Design tag_comparator, sky130hd; sources not shown.
==> images/met2.png <==
Scale bar: 50 µm.
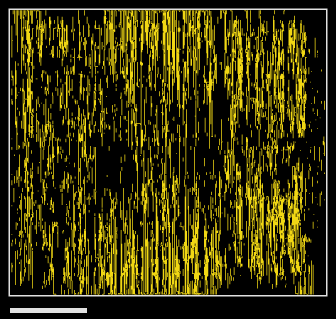
main direction: vertical
wire length on this layer: 20.4 mm
nets with wire on the layer: 1,829
longest straight run: 72.4 µm
share of all routed wire: 47%
WL final: 43.4 mm
routed vias: 12,700
GR Util met2: 36.3%

==> images/registers.png <==
Scale bar: 50 µm. Other sequential cells in the stronger gray, the rest of the logic in the fainter gray.
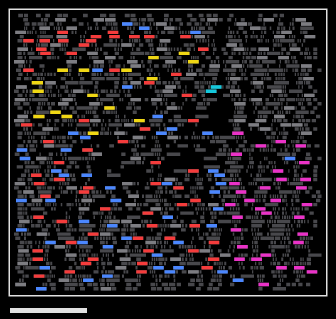
[`req_id`] yellow | flops: 16
[`res_victim_tag_o`] blue | flops: 48
[`state_q`] cyan | flops: 2
[`u_hit_cnt.count_o`] magenta | flops: 32
[`req_addr`] red | flops: 64
not colored: 118
P_seq: 5.68 mW
sequential cell area share: 28.6%
post-layout util: 54.7%
Flop area: 5620 µm²

==> images/final_congestion.png <==
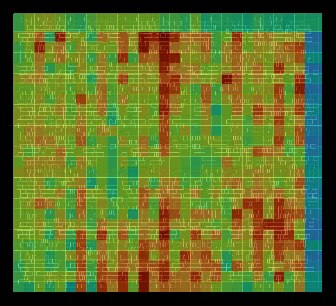
GR peak layer: met2
GRT Total Usage: 22.2%
GR Util met3: 8.68%

==> run_results.csv <==
group,metric,value,unit
logic_synthesis,mux_share,0,%
global_routing,grt_pass1_wl,65.4,mm
worst_setup_path,crit_type,"reg2reg",
power_and_ir_drop,vdd_ir_drop_max,0.667,mV
placed_design,numPlacedInstances,2553,
logic_synthesis,numSynthFlops,280,
global_routing,grt_pass1_vias,12200,
cts,cts_resized,168,
worst_setup_path,cp.required,2390,ps
detailed_routing,via_per_inst,4.68,
logic_synthesis,synth.top_cell.area_share,46.9,%
finish,final_nets,2345,
finish,fillers,3535,
cts,postCtsHoldBufs,1,
logic_synthesis,top_area_cell,"dfxtp_1",
sta,period_minus_slack,2090,ps
detailed_routing,detail_route.wl_per_cell,15.9,µm
floorplanning,design.core.area,35900,µm²
cts,cts_tree,"done",
logic_synthesis,syn_nets,1902,
run_status,status,"completed",
floorplanning,die_h,184,µm
cts,insertion_delay,570,ps
cts,cts_setup_buffers,6,
global_routing,antenna_found_initial,14,
global_routing,gr-total-overflow,0,
global_routing,met1_usage,25.9,%
finish,area_delta_synth_final,64.4,%
logic_synthesis,syn_inst,1731,
min_path,hold_path_depth,3,
cts,clk_pin_slew_worst_paths,50,ps
floorplanning,die_area,37700,µm²
power_and_ir_drop,p_leak,9.59,nW
finish,layout.cells.most_common,"nand2_1",
detailed_routing,route.detailed.drc,0,
sta,relSlewSlack,59.9,%
detailed_routing,drt.antenna.violating_nets,0,
worst_setup_path,path_depth,15,
finish,layout_top_cells,"nand2_1 (412), dfxtp_1 (269), nor2_1 (213)",
==> report_power, final <==
| part | internal [mW] | switching [mW] |
|---|---|---|
| Sequential | 5.56 | 0.115 |
| Clock | 7.74 | 3.54 |
| Combinational | 0.667 | 1.04 |
| Total | 14.0 | 4.69 |
==> worst register-to-register path, stage by stage, from the launching register on <==
cell and delay (ps):
dfxtp_1 340, inv_2 50, nand2_1 50, nand2_1 60, nor2_2 70, nand2_1 70, nor2_2 130, nand3_1 100
buf_6 130, nor2_4 140, buf_4 140, buf_12 140, clkbuf_16 190, nand4_1 90, nand2_1 90, nor2_1 40
==> area by class of cell <==
class / instances / area (µm²) / share of cell area, %
flip-flops and latches: 280 / 5620 / 28.6
multi-input cells: 1172 / 5540 / 28.2
repair buffers: 455 / 4630 / 23.6
clock buffers: 95 / 2040 / 10.4
inverters: 191 / 717 / 3.65
well taps: 476 / 596 / 3.03
clock inverters: 43 / 472 / 2.40
diodes: 10 / 25.0 / 0.127
==> metrics by stage <==
step / TNS (ps) / setup WS, ps / cell area, µm²
after floorplan: 0 / 55.3 / 11900
after global placement: -28460 / -370 / 16400
after detailed placement: -32050 / -427 / 16400
after CTS: 0 / 2.04 / 19000
after global routing: -7210 / -186 / 19600
final: 0 / 11.9 / 19600
==> Yosys cell counts, drive strengths merged <==
| cell | number |
|---|---|
| and2 | 2 |
| and3 | 2 |
| nand3b | 2 |
| a21oi | 134 |
| nor2 | 230 |
| o21ai | 195 |
| inv | 190 |
| dfxtp | 280 |
| clkbuf | 58 |
| nor4 | 3 |
| clkinv | 1 |
| or2 | 3 |
| xnor2 | 9 |
| nor3b | 1 |
| o21a | 1 |
| nand2 | 419 |
| nand3 | 118 |
| xor2 | 1 |
| nor3 | 9 |
| buf | 30 |
| ha | 2 |
| nand4 | 41 |
Power is estimated from default activity; no workload was simulated.
